$ cat config.mk
export PLATFORM = sky130hd
export DESIGN_NAME = sample_window_buffer_flat
export DESIGN_NICKNAME = d
export VERILOG_FILES = /design/src/rtl/sample_window_buffer_pkg.sv /design/src/rtl/sample_window_buffer_if.sv /design/src/rtl/sample_window_buffer_ram.sv /design/src/rtl/sample_window_buffer.sv /design/src/flat_wrapper.sv
export SDC_FILE = /design/constraint.sdc
export NUM_CORES = 1
export LEC_CHECK = 0
export ABC_CLOCK_PERIOD_IN_PS = 4750
export CORE_ASPECT_RATIO = 0.7
export CORE_MARGIN = 4
export CORE_UTILIZATION = 48
export CTS_BUF_LIST = sky130_fd_sc_hd__clkbuf_2 sky130_fd_sc_hd__clkbuf_4 sky130_fd_sc_hd__clkbuf_8
export DETAILED_ROUTE_END_ITERATION = 6
export MAX_ROUTING_LAYER = met4
export PLACE_DENSITY = 0.79
export SLEW_MARGIN = 0
export SYNTH_ARGS = -nofsm -noshare
export SYNTH_HDL_FRONTEND = slang
export SYNTH_HIERARCHICAL = 1
export SYNTH_SLANG_ARGS = --single-unit
$ cat constraint.sdc
create_clock -name Clk -period 4.75 [get_ports Clk]
set_input_delay 0.95 -clock Clk [delete_from_list [all_inputs] [get_ports Clk]]
set_output_delay 0.95 -clock Clk [all_outputs]
set_load 0.01 [all_outputs]
$ cat src/rtl/sample_window_buffer_pkg.sv
// tsp_pkg -- shared definitions for the sample window buffer.
//   Default WIDTH/DEPTH/WINDOW/STRIDE constants and the analysis FSM
//   state encoding, imported by the top and its interface.
package tsp_pkg;

  localparam int SWB_WIDTH  = 32;
  localparam int SWB_DEPTH  = 16;
  localparam int SWB_WINDOW = 10;
  localparam int SWB_STRIDE = 5;

  typedef enum logic [1:0] {
    ST_IDLE  = 2'd0,
    ST_ISSUE = 2'd1,
    ST_WAIT  = 2'd2
  } swb_state_e;

endpackage

$ cat src/rtl/sample_window_buffer_if.sv
// sample_window_buffer_if -- bundles the sample stream, the analysis
// handshake and the downstream read port of sample_window_buffer.
//   upstream  : in_valid, in_data -> ; <- in_ready
//   analysis  : <- start, si, ei, busy ; done ->
//   read port : index -> ; <- value
//   status    : <- occupancy (log2(DEPTH)+1 bits)
//   drop_count exists only when SWB_DROP_EN is defined.
// slave = the buffer, master = upstream/downstream environment.
interface sample_window_buffer_if #(
  parameter int WIDTH = tsp_pkg::SWB_WIDTH,
  parameter int DEPTH = tsp_pkg::SWB_DEPTH
);
  localparam int PW = $clog2(DEPTH) + 1;

  logic             in_valid;
  logic [WIDTH-1:0] in_data;
  logic             in_ready;
  logic             start;
  logic [WIDTH-1:0] si;
  logic [WIDTH-1:0] ei;
  logic             done;
  logic [WIDTH-1:0] index;
  logic [WIDTH-1:0] value;
  logic [PW-1:0]    occupancy;
  logic             busy;
`ifdef SWB_DROP_EN
  logic [WIDTH-1:0] drop_count;
`endif

  modport slave (
    input  in_valid, in_data, done, index,
    output in_ready, start, si, ei, value, occupancy, busy
`ifdef SWB_DROP_EN
    , output drop_count
`endif
  );

  modport master (
    output in_valid, in_data, done, index,
    input  in_ready, start, si, ei, value, occupancy, busy
`ifdef SWB_DROP_EN
    , input drop_count
`endif
  );

endinterface

$ cat src/rtl/sample_window_buffer_ram.sv
// swb_ram -- sample storage for sample_window_buffer.
//   One synchronous write port (clk_i, we_i, waddr_i, wdata_i) and one
//   asynchronous read port (raddr_i -> rdata_o). Contents are not reset.
module swb_ram #(
  parameter int WIDTH = 32,
  parameter int DEPTH = 16,
  parameter int AW    = $clog2(DEPTH)
) (
  input  logic             clk_i,
  input  logic             we_i,
  input  logic [AW-1:0]    waddr_i,
  input  logic [WIDTH-1:0] wdata_i,
  input  logic [AW-1:0]    raddr_i,
  output logic [WIDTH-1:0] rdata_o
);

  logic [WIDTH-1:0] mem_q [DEPTH];

  always_ff @(posedge clk_i) begin
    if (we_i) mem_q[waddr_i] <= wdata_i;
  end

  assign rdata_o = mem_q[raddr_i];

endmodule

$ cat src/rtl/sample_window_buffer.sv
// sample_window_buffer -- circular sample buffer that hands fixed-size
// analysis windows to a downstream stage.
//   Clk : clock, rising edge.   Rst : asynchronous active-low reset.
//   bus : sample_window_buffer_if.slave (stream in, start/si/ei/done
//         analysis handshake, index/value read port, occupancy, busy).
// Once WINDOW samples are held, start pulses for one cycle with the
// window [si, ei); after done the window base advances by STRIDE.
// Optional build macro SWB_DROP_EN: in_ready tied high, samples arriving
// while full are discarded and counted in a saturating drop_count.
module sample_window_buffer
  import tsp_pkg::*;
#(
  parameter int WIDTH  = SWB_WIDTH,
  parameter int DEPTH  = SWB_DEPTH,
  parameter int WINDOW = SWB_WINDOW,
  parameter int STRIDE = SWB_STRIDE
) (
  input logic                  Clk,
  input logic                  Rst,
  sample_window_buffer_if.slave bus
);

  localparam int AW = $clog2(DEPTH);
  localparam int PW = AW + 1;
  localparam logic [PW-1:0] DEPTH_P  = PW'(DEPTH);
  localparam logic [PW-1:0] WINDOW_P = PW'(WINDOW);
  localparam logic [PW-1:0] STRIDE_P = PW'(STRIDE);

  swb_state_e       state_q, state_d;
  logic [PW-1:0]    wr_ptr_q, wr_ptr_d;
  logic [PW-1:0]    base_q, base_d;
  logic [WIDTH-1:0] si_q, si_d;
  logic [WIDTH-1:0] ei_q, ei_d;
  logic [PW-1:0]    occ;
  logic             has_room;
  logic             accept;

  // One extra pointer bit lets occupancy distinguish full from empty.
  assign occ      = wr_ptr_q - base_q;
  assign has_room = (occ < DEPTH_P);
  assign accept   = bus.in_valid && has_room;

  // ---------------- storage ----------------
  swb_ram #(.WIDTH(WIDTH), .DEPTH(DEPTH), .AW(AW)) u_ram (
    .clk_i   (Clk),
    .we_i    (accept),
    .waddr_i (wr_ptr_q[AW-1:0]),
    .wdata_i (bus.in_data),
    .raddr_i (bus.index[AW-1:0]),
    .rdata_o (bus.value)
  );

  // Upper read-index bits are deliberately ignored.
  logic unused_index;
  assign unused_index = ^bus.index[WIDTH-1:AW];

  // ---------------- FSM: state register ----------------
  always_ff @(posedge Clk or negedge Rst) begin
    if (!Rst) begin
      state_q  <= ST_IDLE;
      wr_ptr_q <= '0;
      base_q   <= '0;
      si_q     <= '0;
      ei_q     <= '0;
    end else begin
      state_q  <= state_d;
      wr_ptr_q <= wr_ptr_d;
      base_q   <= base_d;
      si_q     <= si_d;
      ei_q     <= ei_d;
    end
  end

  // ---------------- FSM: next state ----------------
  always_comb begin
    state_d = state_q;
    unique case (state_q)
      ST_IDLE:  if (occ >= WINDOW_P) state_d = ST_ISSUE;
      ST_ISSUE: state_d = ST_WAIT;
      ST_WAIT:  if (bus.done) state_d = ST_IDLE;
      default:  state_d = ST_IDLE;
    endcase
  end

  // Pointer and window bookkeeping. A write and a done in the same cycle
  // both apply, so occupancy moves by +1-STRIDE.
  always_comb begin
    wr_ptr_d = wr_ptr_q + PW'(accept);
    base_d   = base_q;
    si_d     = si_q;
    ei_d     = ei_q;
    if (state_q == ST_WAIT && bus.done) base_d = base_q + STRIDE_P;
    // Capture the window as ISSUE is entered; it then holds through WAIT.
    if (state_q == ST_IDLE && state_d == ST_ISSUE) begin
      si_d = WIDTH'(base_q[AW-1:0]);
      ei_d = WIDTH'(base_q[AW-1:0]) + WIDTH'(WINDOW);
    end
  end

  // ---------------- FSM: outputs ----------------
  always_comb begin
    bus.start = (state_q == ST_ISSUE);
    bus.busy  = (state_q != ST_IDLE);
  end

  assign bus.si        = si_q;
  assign bus.ei        = ei_q;
  assign bus.occupancy = occ;

`ifdef SWB_DROP_EN
  logic [WIDTH-1:0] drop_q, drop_d;

  always_comb begin
    drop_d = drop_q;
    if (bus.in_valid && !has_room && drop_q != '1) drop_d = drop_q + 1'b1;
  end

  always_ff @(posedge Clk or negedge Rst) begin
    if (!Rst) drop_q <= '0;
    else      drop_q <= drop_d;
  end

  assign bus.in_ready   = 1'b1;
  assign bus.drop_count = drop_q;
`else
  assign bus.in_ready = has_room;
`endif

endmodule

$ cat src/flat_wrapper.sv
// flat-port wrapper written by rule: the top's interface ports become plain ports
module sample_window_buffer_flat import tsp_pkg::*;
#(
  parameter int WIDTH  = SWB_WIDTH,
  parameter int DEPTH  = SWB_DEPTH,
  parameter int WINDOW = SWB_WINDOW,
  parameter int STRIDE = SWB_STRIDE
)
  (Clk, Rst, bus_in_valid, bus_in_data, bus_done, bus_index, bus_in_ready, bus_start, bus_si, bus_ei, bus_value, bus_occupancy, bus_busy);
  sample_window_buffer_if #(.WIDTH(WIDTH), .DEPTH(DEPTH)) bus_i ();
  input logic Clk;
  input logic Rst;
  input wire logic [$bits(bus_i.in_valid)-1:0] bus_in_valid;
  input wire logic [$bits(bus_i.in_data)-1:0] bus_in_data;
  input wire logic [$bits(bus_i.done)-1:0] bus_done;
  input wire logic [$bits(bus_i.index)-1:0] bus_index;
  output wire logic [$bits(bus_i.in_ready)-1:0] bus_in_ready;
  output wire logic [$bits(bus_i.start)-1:0] bus_start;
  output wire logic [$bits(bus_i.si)-1:0] bus_si;
  output wire logic [$bits(bus_i.ei)-1:0] bus_ei;
  output wire logic [$bits(bus_i.value)-1:0] bus_value;
  output wire logic [$bits(bus_i.occupancy)-1:0] bus_occupancy;
  output wire logic [$bits(bus_i.busy)-1:0] bus_busy;
  assign bus_i.in_valid = bus_in_valid;
  assign bus_i.in_data = bus_in_data;
  assign bus_i.done = bus_done;
  assign bus_i.index = bus_index;
  assign bus_in_ready = bus_i.in_ready;
  assign bus_start = bus_i.start;
  assign bus_si = bus_i.si;
  assign bus_ei = bus_i.ei;
  assign bus_value = bus_i.value;
  assign bus_occupancy = bus_i.occupancy;
  assign bus_busy = bus_i.busy;
  sample_window_buffer #(.WIDTH(WIDTH), .DEPTH(DEPTH), .WINDOW(WINDOW), .STRIDE(STRIDE)) u_core (.Clk(Clk), .Rst(Rst), .bus(bus_i));
endmodule
Fig. 1: floorplan with the power grid
Scale bar: 100 um. Pins as bars on the die edge.
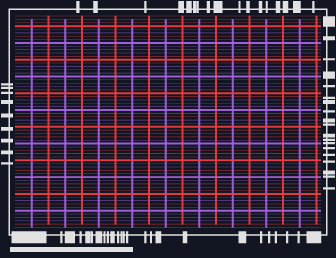
| net | colour |
|---|---|
| VSS | purple |
| VDD | red |
met4 straps: 18
rows: 63
maximum resistive drop on vdd: 342 uV
die height: 182 um
horizontal die size: 256 um
placeable core area: 42500 um^2

Fig. 2: placement by cell class
Fill, decap, tap and diode cells in grey.
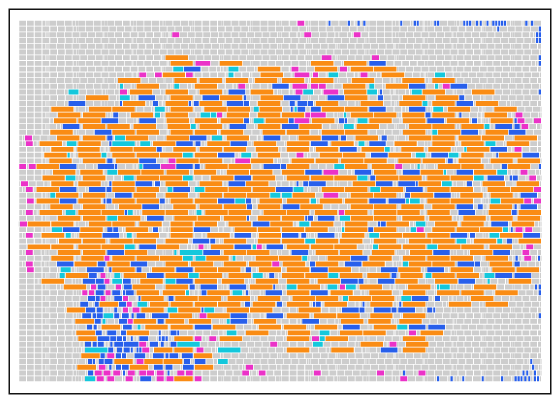
| class | colour | cells | share of their area |
|---|---|---|---|
| other buffers and delay cells | magenta | 117 | 5.3% |
| combinational and other logic | blue | 370 | 19% |
| flops | orange | 532 | 69% |
| clock drivers and dummy loads | cyan | 134 | 6.7% |

Fig. 3: clock wires, drivers and flops
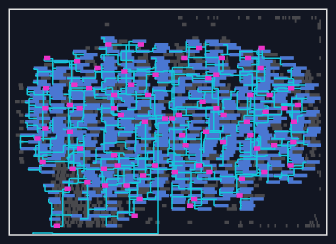
[flip-flops] blue | count: 532
[clock drivers] magenta | count: 76
[clock wires] cyan | length: 6010 um
routed clock nets: 77

Fig. 4: routed metal, one colour a layer
Scale bar: 100 um. Only two layers are drawn.
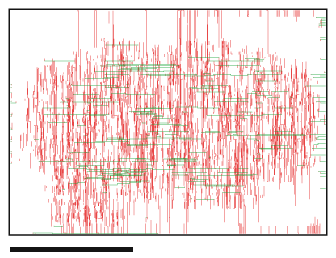
| layer | colour | wire length |
|---|---|---|
| metal 3 | green | 3310 um |
| metal 2 | red | 20.3 mm |

Fig. 5: clock nets
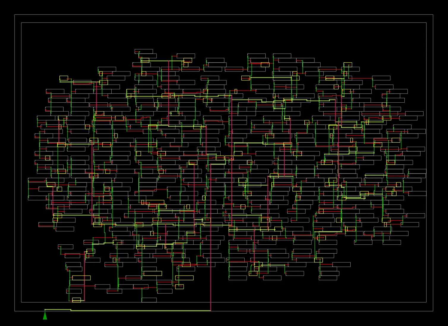
# clk buffers: 105
clk latency late pin: 0.64 ns
flip-flops: 532
power in the clock group: 3.67 mW

==> qor.yml <==
synth.area.mux_share_pct: 14.5
status: "finished, final reports clean"
top_cells_by_count: "512 x edfxtp_1, 128 x mux4_2, 67 x buf_4, 64 x a22oi_1, 33 x nand2_1"
power_combinational_mw: 2.05
postSynthCellCount: 948
final.fill_count: 3035
cts_post_setup_buffers_inserted: 0
clock_skew_ns: 0.0174
final.period_utilization_pct: 85.9
critical_path.reg2reg.startpoint: "u_core/wr_ptr_q[0]"
crit_start: "bus_index[3]"
slew_headroom_pct: 38.4
finalHoldViolations: 0
number_of_ports_placed_on_the_die_boundary: 172
ctsRootBufferMaster: "clkbuf_8"
holdPathEnd: "u_core/base_q[4]"
synth.top_cells.by_area: "edfxtp_1 74%, mux4_2 14%, buf_4 2.4%, dfrtp_1 2.4%, a22oi_1 2.3%"
area_growth_pct: 15.2
pg_seq_mw: 5.87
flip_flop_and_latch_count_after_synthesis: 532
async_flop_share_pct: 3.76
startpoint_type: "primary input"
route.detailed.drc: 0
## layer usage
metal | vias up | share of wire (%)
met5 | - | 0
li1 | 4112 | -
met1 | 5069 | 41
met2 | 427 | 49
met4 | 0 | 1.7
met3 | 49 | 8.0
## layout by cell type, fill, tap and decap left out, types with 2 or more instances in the layout
cell and count:
clkbuf_4 27, nor2_4 13, nor3_2 3, clkinv_2 10, a22oi_1 64, mux2i_1 2
clkdlybuf4s50_1 86, bufinv_16 5, mux2_4 6, inv_1 8, ha_1 9, clkinv_1 10
xnor2_1 7, a21oi_1 3, dfrtp_1 20, mux4_2 128, buf_12 10, nor2b_1 2
nand3b_1 5, xor2_1 3, or2_2 2, nand3_1 3, nand2b_1 2, nand2_1 33
conb_1 55, clkbuf_8 79, nor2b_4 2, and2_2 2, nor3b_1 2, edfxtp_1 512
nor2_1 4, buf_4 20, inv_2 2, inv_6 3
## metrics by stage
step | hold WS, ns | cells | cell area [um^2] | power [mW]
6_report | 0.491 | 1705 | 23800 | 11.6
3_5_place_dp | 0.484 | 1571 | 22300 | 8.05
2_1_floorplan | 0.462 | 1002 | 20900 | 7.15
5_1_grt | 0.535 | 1705 | 23800 | 12.1
4_1_cts | 0.494 | 1705 | 23800 | 11.7
3_3_place_gp | 0.474 | 1571 | 22300 | 7.95
## sequential cells by signal (all words and copies together), names as in the netlist
signal              flops
u_core/state_q          2
u_core/wr_ptr_q         5
u_core/base_q           5
u_core/bus.si           4
u_core/bus.ei           4
u_core/u_ram/mem_q    512
## final cells by class
type / instances / area, um^2 / share of cell area, %
flip-flops and latches: 532 / 15900 / 66.6
multi-input cells: 360 / 4470 / 18.7
clock buffers: 105 / 1280 / 5.35
repair buffers: 117 / 1220 / 5.14
well taps: 552 / 691 / 2.90
clock inverters: 29 / 272 / 1.14
inverters: 10 / 37.5 / 0.157
Power is estimated from default activity; no workload was simulated.
